Design v2f_combinator_eval, sky130hd; sources not shown.
==> images/registers.png <==
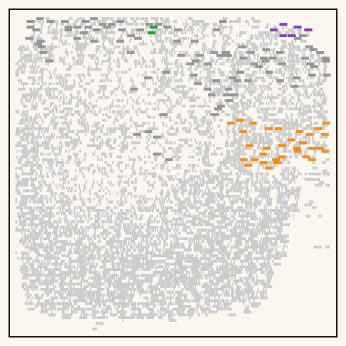
green -> r_state  # flops 2
purple -> r_cnt  # flops 6, where top right
orange -> r_dvs  # flops 32, where right middle
not colored = 101
register area: 0.00282 mm2
Final Util: 0.471
Seq area share: 0.0653

==> images/pdn.png <==
Pins as bars on the die edge. Tap cells in gray.
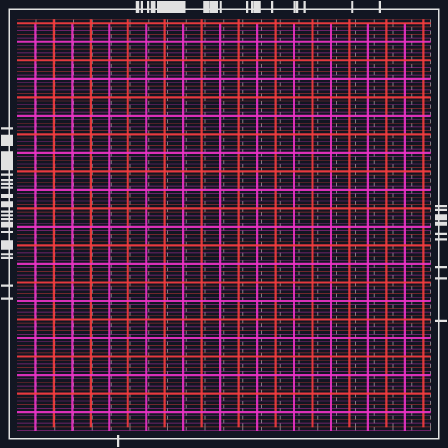
red -> VDD
magenta -> VSS
met4 straps = 22
met1 rails = 112
tap cells = 1,243
chip height: 314 um
Die X: 314 um

==> images/cell_classes.png <==
The bar under the picture is 100 um long.
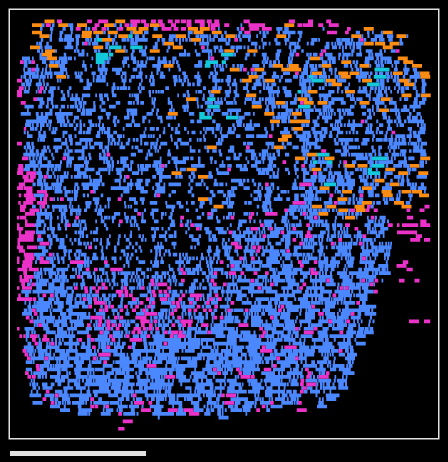
blue -> all other logic  # cells 5,299, share of their area 80%
cyan -> clock drivers and dummy loads  # cells 32, share of their area 1.5%
magenta -> other buffers and delay cells  # cells 522, share of their area 12%
orange -> flip-flops  # cells 141, share of their area 6.8%
Core Region: 0.0918 mm2
fin area: 0.0432 mm2
Rows: 111

==> impl_metrics.ini <==
; flow metrics
[timing]
max_clock_freq_ghz = 0.121
fin_tns_setup_ps = 0
fin_ws_ps = 113

[worst_setup_path]
crit_top_cell = fa_1
rrSetupSlack_ps = 3500

[cts]
cts_resized = 16
cts_max_level = 4
clock_sinks = 141
clk_latency_ps = 460

[global_routing]
first_global_vias = 38952
met2_usage = 0.519
track_usage = 0.343
antenna_found_initial = 12

[floorplan]
io_pins = 108
taps = 1243

[cells_and_area]
comb_share = 0.665
flop-count = 141
buffer_area_frac = 0.117
clock_buffer_count = 17

[routing]
vias_per_cell = 5.64
met2WireLength_um = 75100
wl_met1_um = 72500

[synth]
mux_share = 0.00351
ys_async_sr_fraction = 0
top_logic_kind = adder cells
ys_sh_adder = 0.309

[status]
status = finished, final reports clean
